$ cat config.mk
export PLATFORM = sky130hd
export DESIGN_NAME = alsu_cmd_sequencer
export DESIGN_NICKNAME = d
export VERILOG_FILES = /design/src/rtl/alsu_cmd_sequencer.sv
export SDC_FILE = /design/constraint.sdc
export NUM_CORES = 1
export LEC_CHECK = 0
export CAP_MARGIN = 20
export CORE_ASPECT_RATIO = 0.9
export CORE_MARGIN = 2
export CORE_UTILIZATION = 56
export DETAILED_ROUTE_END_ITERATION = 8
export DONT_BUFFER_PORTS = 1
export PLACE_DENSITY = 0.85
export REMOVE_ABC_BUFFERS = 1
export SLEW_MARGIN = 20
export SYNTH_ARGS = -nofsm -noshare
export SYNTH_HDL_FRONTEND = slang
export SYNTH_SLANG_ARGS = --single-unit
$ cat constraint.sdc
create_clock -name clk -period 2.55 [get_ports clk]
set_input_delay 0.765 -clock clk [delete_from_list [all_inputs] [get_ports clk]]
set_output_delay 0.765 -clock clk [all_outputs]
set_load 0.01 [all_outputs]
$ cat src/rtl/alsu_cmd_sequencer.sv
// alsu_cmd_sequencer
// Buffers packed ALSU commands in a small FIFO and replays each one onto the
// ALSU pins for (repeat+1) consecutive cycles. Commands are issued back to
// back with no bubble. Invalid opcodes (110/111 with no bypass) are flagged
// with a one-cycle pulse and counted with saturation.
//
// Ports:
//   clk, rst          clock, async active-high reset
//   cmd_valid/ready   command handshake, cmd_data packed as
//                     {repeat, direction, bypass_B, bypass_A, red_op_B,
//                      red_op_A, serial_in, cin, opcode, B, A}
//   flush             synchronous abort of active command and FIFO clear
//   A..direction      registered ALSU operand/control pins
//   issue_valid/last  pins carry an active command / final repeat cycle
//   busy, fifo_count  occupancy status
//   err_invalid       pulse when an invalid command is loaded
//   invalid_count     saturating invalid-command count
//
// state | meaning
// IDLE  | no active command, pins 0
// ISSUE | pins carry a command, rem cycles left after this one

module alsu_cmd_sequencer #(
    parameter int DEPTH    = 4,
    parameter int REPEAT_W = 4,
    parameter int CNT_W    = 8
) (
    input  logic                      clk,
    input  logic                      rst,
    input  logic                      cmd_valid,
    output logic                      cmd_ready,
    input  logic [16+REPEAT_W-1:0]    cmd_data,
    input  logic                      flush,
    output logic [2:0]                A,
    output logic [2:0]                B,
    output logic [2:0]                opcode,
    output logic                      cin,
    output logic                      serial_in,
    output logic                      red_op_A,
    output logic                      red_op_B,
    output logic                      bypass_A,
    output logic                      bypass_B,
    output logic                      direction,
    output logic                      issue_valid,
    output logic                      issue_last,
    output logic                      busy,
    output logic [$clog2(DEPTH):0]    fifo_count,
    output logic                      err_invalid,
    output logic [CNT_W-1:0]          invalid_count
);

    localparam int CW = 16 + REPEAT_W;
    localparam int AW = $clog2(DEPTH);
    localparam logic [AW:0] FULL_CNT = (AW+1)'(DEPTH);

    typedef enum logic {IDLE, ISSUE} state_t;

    state_t                state_q, state_d;
    logic [CW-1:0]         mem_q [DEPTH];
    logic [AW-1:0]         rd_ptr_q, rd_ptr_d;
    logic [AW-1:0]         wr_ptr_q, wr_ptr_d;
    logic [AW:0]           count_q, count_d;
    logic [REPEAT_W-1:0]   rem_q, rem_d;
    logic [15:0]           pins_q, pins_d;
    logic                  valid_q, valid_d;
    logic                  last_q, last_d;
    logic                  err_q, err_d;
    logic [CNT_W-1:0]      inv_cnt_q, inv_cnt_d;

    logic                  push;
    logic                  pop;
    logic [CW-1:0]         head;
    logic                  head_invalid;

    assign cmd_ready = (count_q != FULL_CNT) && !flush;
    assign push      = cmd_valid && cmd_ready;
    assign head      = mem_q[rd_ptr_q];
    // opcode 11x without either bypass has no defined arithmetic meaning
    assign head_invalid = (head[8:7] == 2'b11) && !head[13] && !head[14];
    // pop only once the active command has finished its last repeat
    assign pop = !flush && (count_q != '0) && ((state_q == IDLE) || (rem_q == '0));

    always_comb begin
        state_d   = state_q;
        rd_ptr_d  = rd_ptr_q;
        wr_ptr_d  = wr_ptr_q;
        count_d   = count_q;
        rem_d     = rem_q;
        pins_d    = pins_q;
        valid_d   = valid_q;
        last_d    = last_q;
        err_d     = 1'b0;
        inv_cnt_d = inv_cnt_q;

        if (push) begin
            wr_ptr_d = wr_ptr_q + AW'(1);
        end
        if (push && !pop) begin
            count_d = count_q + (AW+1)'(1);
        end else if (pop && !push) begin
            count_d = count_q - (AW+1)'(1);
        end

        case (state_q)
            IDLE: begin
                pins_d  = '0;
                valid_d = 1'b0;
                last_d  = 1'b0;
            end
            ISSUE: begin
                if (rem_q != '0) begin
                    rem_d  = rem_q - REPEAT_W'(1);
                    last_d = (rem_q == REPEAT_W'(1));
                end else if (!pop) begin
                    state_d = IDLE;
                    pins_d  = '0;
                    valid_d = 1'b0;
                    last_d  = 1'b0;
                end
            end
            default: state_d = IDLE;
        endcase

        if (pop) begin
            rd_ptr_d = rd_ptr_q + AW'(1);
            state_d  = ISSUE;
            pins_d   = head[15:0];
            rem_d    = head[CW-1:16];
            last_d   = (head[CW-1:16] == '0);
            valid_d  = 1'b1;
            if (head_invalid) begin
                err_d = 1'b1;
                if (inv_cnt_q != '1) begin
                    inv_cnt_d = inv_cnt_q + CNT_W'(1);
                end
            end
        end

        if (flush) begin
            state_d  = IDLE;
            rd_ptr_d = '0;
            wr_ptr_d = '0;
            count_d  = '0;
            rem_d    = '0;
            pins_d   = '0;
            valid_d  = 1'b0;
            last_d   = 1'b0;
            err_d    = 1'b0;
        end
    end

    always_ff @(posedge clk or posedge rst) begin
        if (rst) begin
            state_q   <= IDLE;
            rd_ptr_q  <= '0;
            wr_ptr_q  <= '0;
            count_q   <= '0;
            rem_q     <= '0;
            pins_q    <= '0;
            valid_q   <= 1'b0;
            last_q    <= 1'b0;
            err_q     <= 1'b0;
            inv_cnt_q <= '0;
        end else begin
            state_q   <= state_d;
            rd_ptr_q  <= rd_ptr_d;
            wr_ptr_q  <= wr_ptr_d;
            count_q   <= count_d;
            rem_q     <= rem_d;
            pins_q    <= pins_d;
            valid_q   <= valid_d;
            last_q    <= last_d;
            err_q     <= err_d;
            inv_cnt_q <= inv_cnt_d;
        end
    end

    // storage needs no reset: the pointers and count define what is valid
    always_ff @(posedge clk) begin
        if (push) begin
            mem_q[wr_ptr_q] <= cmd_data;
        end
    end

    assign A             = pins_q[2:0];
    assign B             = pins_q[5:3];
    assign opcode        = pins_q[8:6];
    assign cin           = pins_q[9];
    assign serial_in     = pins_q[10];
    assign red_op_A      = pins_q[11];
    assign red_op_B      = pins_q[12];
    assign bypass_A      = pins_q[13];
    assign bypass_B      = pins_q[14];
    assign direction     = pins_q[15];
    assign issue_valid   = valid_q;
    assign issue_last    = last_q;
    assign busy          = valid_q || (count_q != '0);
    assign fifo_count    = count_q;
    assign err_invalid   = err_q;
    assign invalid_count = inv_cnt_q;

endmodule

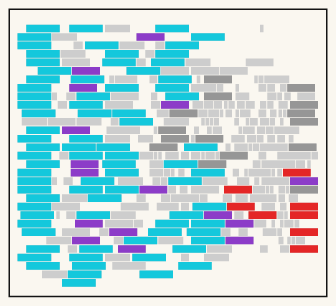
(run_1/registers.png)
red -> `invalid_count`  # placed flops 8
purple -> `pins_q`  # placed flops 16
cyan -> `mem_q`  # placed flops 80
Seq/total area: 59.7%
Seq power: 2.65 mW
Finished Core Util: 69.4%
Flop area: 3380 um^2

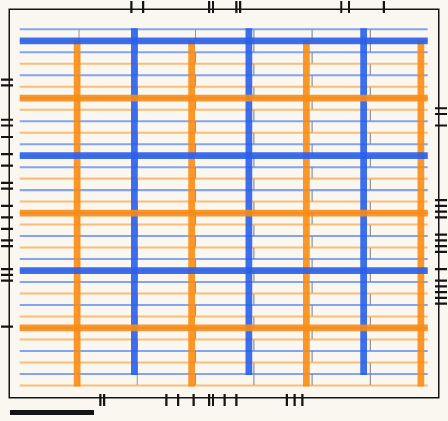
(run_1/pdn.png)
The bar under the picture is 20 um long. Pins as bars on the die edge. Tap cells in grey.
blue -> VDD
orange -> VSS
tap cells = 99
met4 straps = 7
met1 rails = 32
met5 straps = 6
rows = 31
core region area: 8150 um^2
die width: 101 um
maximum VDD drop: 619 uV
Die Ht: 91.6 um

==> flow_metrics.py, run 1 <==
# Metrics from the implementation run
metrics = {
    "synth": {
        "muxShareOfSynthArea_pct": 11.1,
        "synth.cell_area_um2": 4780,
        "aoi_share_pct": 5.95,
        "synth_cell_types": 45,
        "ys_top_cells_by_area": "edfxtp_1, dfrtp_1, mux4_2, a22o_1, ha_1",
        "ys_sh_adder_pct": 2.52,
        "yosys_area_um2": 4780,
        "seq_area_frac_synth_pct": 70.7,
        "flop_cell": "edfxtp_1",
        "top_cells_by_count": "edfxtp_1, dfrtp_1, mux4_2, a22o_1, nor2_1",
        "synth.top_cell.area_share_pct": 50.3,
        "synthTopLogicFamily": "multiplexers",
    },
    "clock_tree": {
        "cts_made_buffers": 17,
        "hold_buffers": 0,
        "cts_resized": 3,
        "clock.latency.late_pin_ps": 510,
        "htree_levels": 4,
        "post_cts_buffers": 0,
    },
    "layout": {
        "regMostFlops": "mem_q",
        "stdcell_count": 413,
        "area_delta_synth_final_pct": 18.4,
        "inv_count": 11,
        "nonClkBufAreaFrac_pct": 2.96,
        "fin_area_um2": 5660,
        "drive_gt1_share_pct": 27.7,
        "largest_class": "sequential cells",
        "largest_register_ffs": 80,
        "clk_share_pct": 10.8,
    },
    "worst_setup_path": {
        "crit_path_end": "busy",
        "worst-path-buf-inv": 0,
        "critical_path_cell_count": 2,
        "crit_type": "flop to output pin",
        "slowest_delay_ps": 500,
        "r2r-start": "rem_q[1]$_DFFE_PP0P_",
        "critical_path_required_ps": 1790,
        "worst_setup_path_end_kind": "output pin",
        "r2r_setup_slack_ps": 160,
    },
    "sta": {
        "skew_ps": 6.37,
        "finalSetupViolations": 0,
        "hold-worst-slack_ps": 228,
        "relSlewSlack_pct": 39.1,
        "fin_crit_ps": 2420,
        "finalSetupTns_ps": 0,
        "finalHoldViolCount": 0,
        "worstMarginPinSlew_ps": 908,
        "finalCritPeriodShare_pct": 94.8,
    },
    "pwr": {
        "p_comb_share_pct": 22.6,
        "p_clk_mw": 2.46,
        "power_mw": 6.60,
        "p_leak_nw": 2.14,
        "cellPowerDensity_nw_per_um2": 1170,
        "power_switching_mw": 1.94,
        "pwr-share-clk_pct": 37.3,
    },
    "global_routing": {
        "gr-total-overflow": 0,
        "met2_usage_pct": 35.5,
    },
    "job": {
        "cap_viol_max_count": 0,
        "tool_warnings": 30,
    },
    "floorplan": {
        "dieArea_um2": 9280,
        "num_io_pins": 56,
        "num_rows": 31,
        "taps": 99,
        "fp_util_pct": 58.6,
    },
    "drt": {
        "highest_layer": "met4",
        "wl_met2_um": 4730,
        "drt_wl_total_um": 9190,
        "route.vias.total": 2579,
        "drt.antenna.violating_nets": 0,
    },
    "place": {
        "post_dp_cell_area_um2": 5010,
        "dp_cells": 379,
        "portBuffers": 0,
    },
    "status": {
        "status": "finished, final reports clean",
    },
}
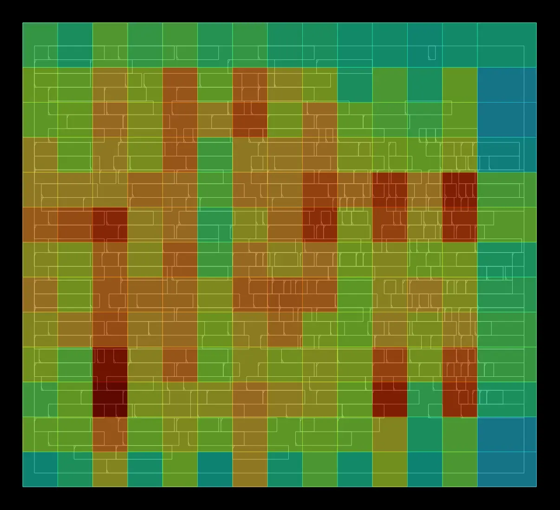
(run_1/final_congestion.png)
gr busiest metal: met2
met1 Track Usage GR: 27.8%
WL/cell: 22.2 um
GR Layer Usage met3: 9.30%
gr usage total: 22.0%

-- run 1: worst min path at each step --
stage                                   end  depth (start not counted)                   from
detailed placement    pins_q[8]$_DFFE_PP0P_                          2  pins_q[8]$_DFFE_PP0P_
global route        issue_valid$_DFFE_PP0P_                          1                    rst
finish              issue_valid$_DFFE_PP0P_                          1                    rst
CTS                    issue_last$_DFF_PP0_                          1                    rst
global placement      pins_q[8]$_DFFE_PP0P_                          2  pins_q[8]$_DFFE_PP0P_
floorplan             pins_q[8]$_DFFE_PP0P_                          2  pins_q[8]$_DFFE_PP0P_
-- run 1: cells by family (layout without fill, tap and decap cells) --
group	after synthesis	after routing
buf+inv	21	62
compound gates	35	35
flops	119	119
xor+xnor	8	8
simple gates	55	55
fa+ha+maj	9	9
mux	26	26
==> run_1/metal_stack.png <==
Two of the layers only.
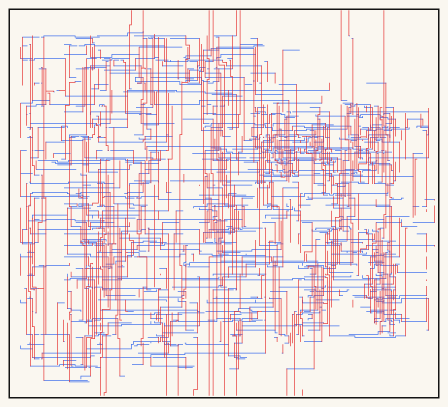

==> run 1 -> run 2 <==
--- a/config.mk
+++ b/config.mk
@@ -6,7 +6,6 @@
 export NUM_CORES = 1
 export LEC_CHECK = 0
 export CAP_MARGIN = 20
-export CORE_ASPECT_RATIO = 0.9
 export CORE_MARGIN = 2
 export CORE_UTILIZATION = 56
 export DETAILED_ROUTE_END_ITERATION = 8
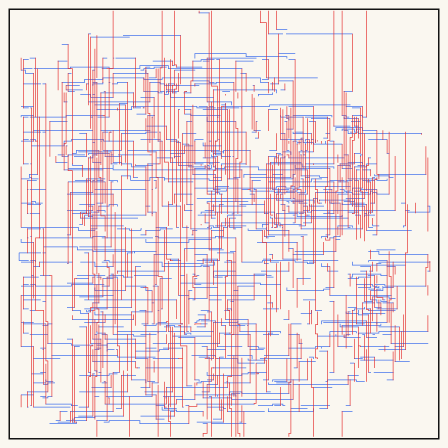
(run_2/metal_stack.png)
Two of the layers only.
blue -> met1  # wire length 3580 um
red -> met2  # wire length 4990 um

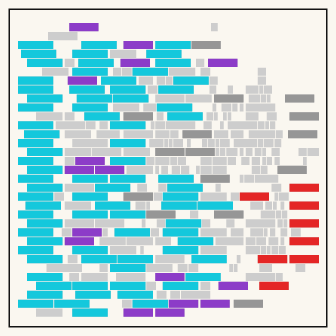
(run_2/registers.png)
purple -> `pins_q`  # placed flops 16
red -> `invalid_count`  # placed flops 8
cyan -> `mem_q`  # placed flops 80
Finished Core Util: 68.3%
Seq/total area: 59.9%

==> flow_metrics.py, run 2 <==
# Metrics from the implementation run
metrics = {
    "clock_tree": {
        "clock.latency.late_pin_ps": 510,
        "hold_buffers": 1,
        "cts_made_buffers": 17,
        "htree_levels": 4,
    },
    "synth": {
        "flop_cell": "edfxtp_1",
        "yosys_area_um2": 4780,
        "synthTopLogicFamily": "multiplexers",
        "synth_cell_types": 45,
        "muxShareOfSynthArea_pct": 11.1,
        "top_cells_by_count": "edfxtp_1, dfrtp_1, mux4_2, a22o_1, nor2_1",
    },
    "drt": {
        "route.vias.total": 2520,
        "routedWlPerCell_um": 22.2,
        "drt.antenna.violating_nets": 0,
    },
    "sta": {
        "hold-worst-slack_ps": 317,
        "finalHoldViolCount": 0,
        "skew_ps": 15.3,
        "relSlewSlack_pct": 65.4,
        "fin_crit_ps": 2410,
        "finalSetupViolations": 0,
        "worstMarginPinSlew_ps": 517,
    },
    "worst_setup_path": {
        "critical_path_cell_count": 9,
        "worst-path-buf-inv": 2,
        "crit_path_end": "fifo_count[2]$_DFFE_PP0P_",
        "r2r-start": "rem_q[1]$_DFFE_PP0P_",
        "slowest_delay_ps": 440,
        "worst_setup_path_end_kind": "flop",
        "critical_path_required_ps": 2990,
    },
    "global_routing": {
        "track_usage_pct": 23.2,
        "gr-total-overflow": 0,
    },
    "layout": {
        "fin_area_um2": 5640,
        "drive_gt1_share_pct": 27.7,
        "largest_register_ffs": 80,
    },
    "floorplan": {
        "die_width_um": 96.4,
        "fp_util_pct": 57.8,
        "dieArea_um2": 9280,
        "num_rows": 33,
    },
    "worst_hold_path": {
        "min_to": "rem_q[3]$_DFFE_PP0P_",
        "hold_depth": 1,
    },
    "status": {
        "status": "finished, final reports clean",
    },
    "pwr": {
        "p_leak_nw": 2.14,
        "seq-power_mw": 2.65,
        "p_comb_share_pct": 23.3,
        "power_switching_mw": 1.99,
        "power.ir.vdd_worst_uv": 617,
        "power_mw": 6.47,
        "p_clk_mw": 2.32,
    },
    "place": {
        "dp_cells": 388,
        "post_dp_cell_area_um2": 5030,
    },
}
-- run 2: cell counts after synthesis --
No cell type changed its count.
-- run 2: worst register-to-register path, delay by kind of cell, from the launching register on --
family / cells / cell delay, ps
AND/OR/NAND/NOR: 2 / 550
adder cells (fa/ha/maj): 2 / 510
multiplexers: 1 / 440
flip-flops: 1 / 400
AND-OR/OR-AND: 2 / 280
buffers and inverters: 2 / 160
-- run 2: cell type report --
type,count,area [um^2]
clock buffers,17,414
clock inverters,15,170
fillers,522,2620
inverters,11,41.3
multi-input cells,133,1320
flip-flops and latches,119,3380
well taps,105,131
repair buffers,23,188
-- run 2: metal layers --
metal,up-vias,GRT usage [%],share of wire (%)
li1,1131,-,-
met1,1292,26.6,38
met2,91,39.1,53
met3,6,8.85,7.9
met4,0,9.74,0.80
met5,-,0,0
==> run_2/zoom.png <==
Window x 60 to 85, y 12 to 37 um. Cells in grey, sequential cells in the stronger grey; small squares are vias.
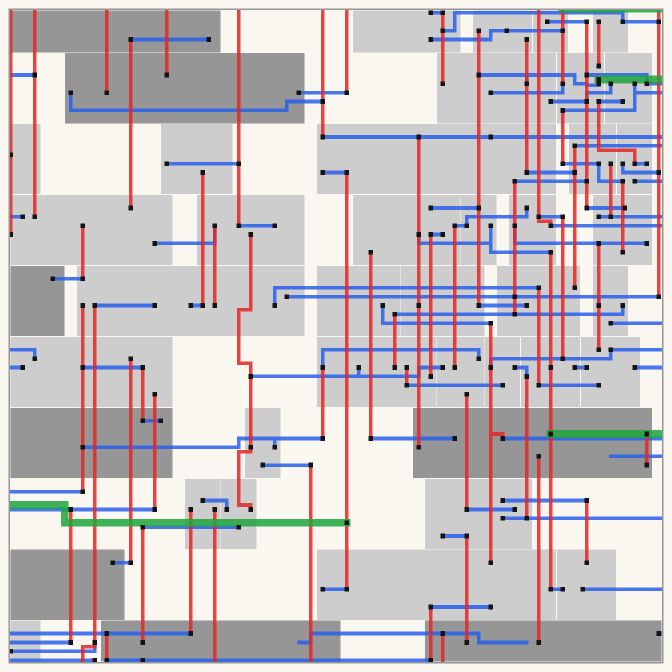

==> run 2 -> run 3 <==
--- a/config.mk
+++ b/config.mk
@@ -5,12 +5,13 @@
 export SDC_FILE = /design/constraint.sdc
 export NUM_CORES = 1
 export LEC_CHECK = 0
+export ABC_AREA = 1
 export CAP_MARGIN = 20
 export CORE_MARGIN = 2
-export CORE_UTILIZATION = 56
+export CORE_UTILIZATION = 57
 export DETAILED_ROUTE_END_ITERATION = 8
 export DONT_BUFFER_PORTS = 1
-export PLACE_DENSITY = 0.85
+export PLACE_DENSITY = 0.86
 export REMOVE_ABC_BUFFERS = 1
 export SLEW_MARGIN = 20
 export SYNTH_ARGS = -nofsm -noshare
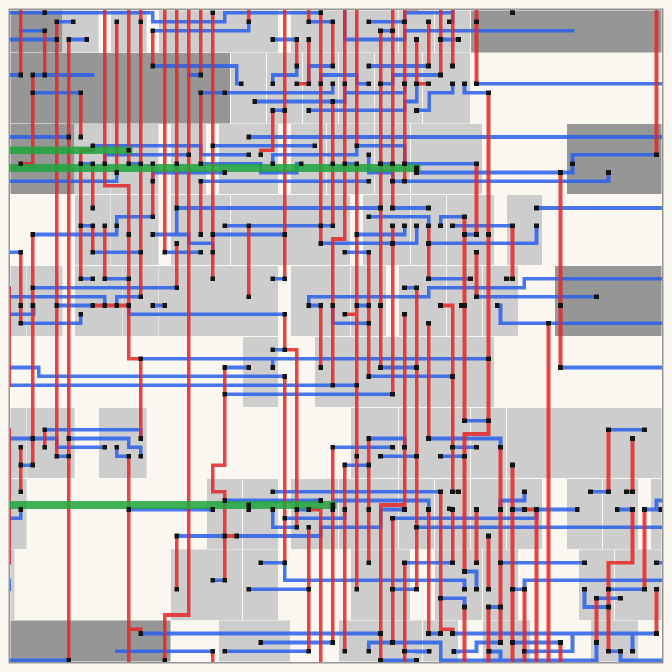
(run_3/zoom.png)
Window x 61 to 86, y 12 to 37 um. Cells in grey, sequential cells in the stronger grey; small squares are vias.
blue -> met1
red -> met2
green -> met3
cells with their middle in the window = 70
netlist names of flops here include = `rem_q` (2), `rd_ptr_q` (1)
sequential cells in the window = 3
most frequent = nand2_1 (16), nand3_1 (11), inv_1 (9)

==> flow_metrics.py, run 3 <==
# Metrics from the implementation run
metrics = {
    "status": {
        "status": "finished, final reports clean",
    },
    "layout": {
        "regMostFlops": "mem_q",
        "nonClkBufAreaFrac_pct": 2.32,
        "regArea_um2": 3380,
        "largest_register_ffs": 80,
        "clk_share_pct": 9.34,
        "multi_input_comb_cells": 293,
        "comb_share_pct": 25.6,
        "largest_class": "sequential cells",
        "area_delta_synth_final_pct": 14.1,
        "buffers": 18,
        "drive_gt1_share_pct": 14.4,
        "fill_cells": 581,
        "stdcell_count": 607,
        "sh_seq_area_pct": 58.0,
        "ff_count": 119,
        "inv_count": 37,
        "clkbuf_count": 18,
        "fin_area_um2": 5830,
        "fin_util_pct": 66.8,
        "logic_area_um2": 1490,
    },
    "clock_tree": {
        "htree_levels": 4,
        "cts_resized": 0,
        "hold_buffers": 0,
        "post_cts_buffers": 0,
        "cts_made_buffers": 17,
        "clock.latency.late_pin_ps": 520,
    },
    "global_routing": {
        "gr-total-overflow": 0,
        "track_usage_pct": 23.2,
        "met2_usage_pct": 38.5,
        "met3_usage_pct": 9.65,
        "use_met1_pct": 27.6,
    },
    "drt": {
        "wl_met2_um": 5470,
        "highest_layer": "met4",
        "drt.antenna.violating_nets": 0,
        "route.vias.total": 3476,
        "m1WireLength_um": 4210,
        "dr_wl_met3_um": 962,
        "drt_wl_total_um": 10800,
        "routedWlPerCell_um": 17.8,
    },
    "sta": {
        "worstMarginPinSlew_ps": 587,
        "rsz0062_at_grt": "false",
        "skew_ps": 11.9,
        "finalSetupViolations": 0,
        "relSlewSlack_pct": 60.7,
        "finalCritPeriodShare_pct": 87.5,
        "finalHoldViolCount": 0,
        "fin_crit_ps": 2230,
        "finalSetupTns_ps": 0,
        "hold-worst-slack_ps": 271,
    },
    "floorplan": {
        "num_io_pins": 56,
        "taps": 108,
        "dieArea_um2": 9730,
        "core-area_um2": 8720,
        "die_width_um": 98.6,
        "die_y_um": 98.6,
        "fp_util_pct": 58.6,
    },
    "synth": {
        "synthMostInstantiatedCell": "nand2_1",
        "synth.cell_area_um2": 5110,
        "yosys.area.top_type": "edfxtp_1",
        "top_cells_by_count": "nand2_1, edfxtp_1, nand3_1, nor2_1, dfrtp_1",
        "flop_cell": "edfxtp_1",
        "yosys_area_um2": 5110,
        "seq_area_frac_synth_pct": 66.2,
        "synth.top_cell.area_share_pct": 47.0,
        "ys_top_cells_by_area": "edfxtp_1, dfrtp_1, nand2_1, nand3_1, nor2_1",
        "synth_cell_types": 30,
        "syn_avg_cell_area_um2": 11.0,
    },
    "place": {
        "portBuffers": 0,
        "post_dp_cell_area_um2": 5280,
        "dp_cells": 575,
    },
    "worst_setup_path": {
        "crit_type": "flop to output pin",
        "crit_path_end": "busy",
        "worst-path-buf-inv": 1,
        "worstSetupStartpointType": "flop",
        "r2r_setup_slack_ps": 360,
        "critical_path_cell_count": 4,
        "worst_setup_path_end_kind": "output pin",
        "critical_path_required_ps": 1790,
        "r2r-start": "rem_q[0]$_DFFE_PP0P_",
    },
    "pwr": {
        "power_switching_mw": 2.17,
        "pwr-share-clk_pct": 34.3,
        "power_mw": 6.29,
        "cellPowerDensity_nw_per_um2": 1080,
        "p_leak_nw": 2.48,
        "p_comb_share_pct": 24.2,
        "power.ir.vdd_worst_uv": 719,
    },
    "job": {
        "tool_warnings": 30,
        "cap_viol_max_count": 0,
    },
}
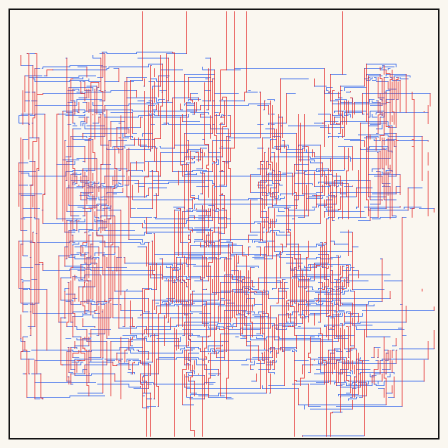
(run_3/metal_stack.png)
Two of the layers only.
red -> met2  # wire length 5470 um
blue -> met1  # wire length 4210 um

run 3: cell count changes after synthesis, moves of 21 or more:
cell     previous run  this run
nor2_1             15        44
mux4_2             21         0
nand3_1             5        54
nand2_1             9       107
inv_1              11        33
o21ai_0             2        33
run 3: logic make-up after synthesis:
family          count (synthesis)  synth area share [%]
flops                         119                  66.2
compound gates                 56                  6.22
buf+inv                        54                  4.78
xor+xnor                        7                  1.20
fa+ha+maj                       9                  2.35
simple gates                  221                  19.3
run 3: power groups by stage:
stage / clock (mW) / sequential (mW) / combinational (mW)
after floorplan: 0 / 2.63 / 1.02
after global placement: 0 / 2.63 / 1.42
after detailed placement: 0 / 2.64 / 1.49
after CTS: 2.18 / 2.61 / 1.51
after global routing: 2.27 / 2.65 / 1.69
final: 2.16 / 2.61 / 1.52
No activity file was given, so power comes from the tool's default toggle rates.
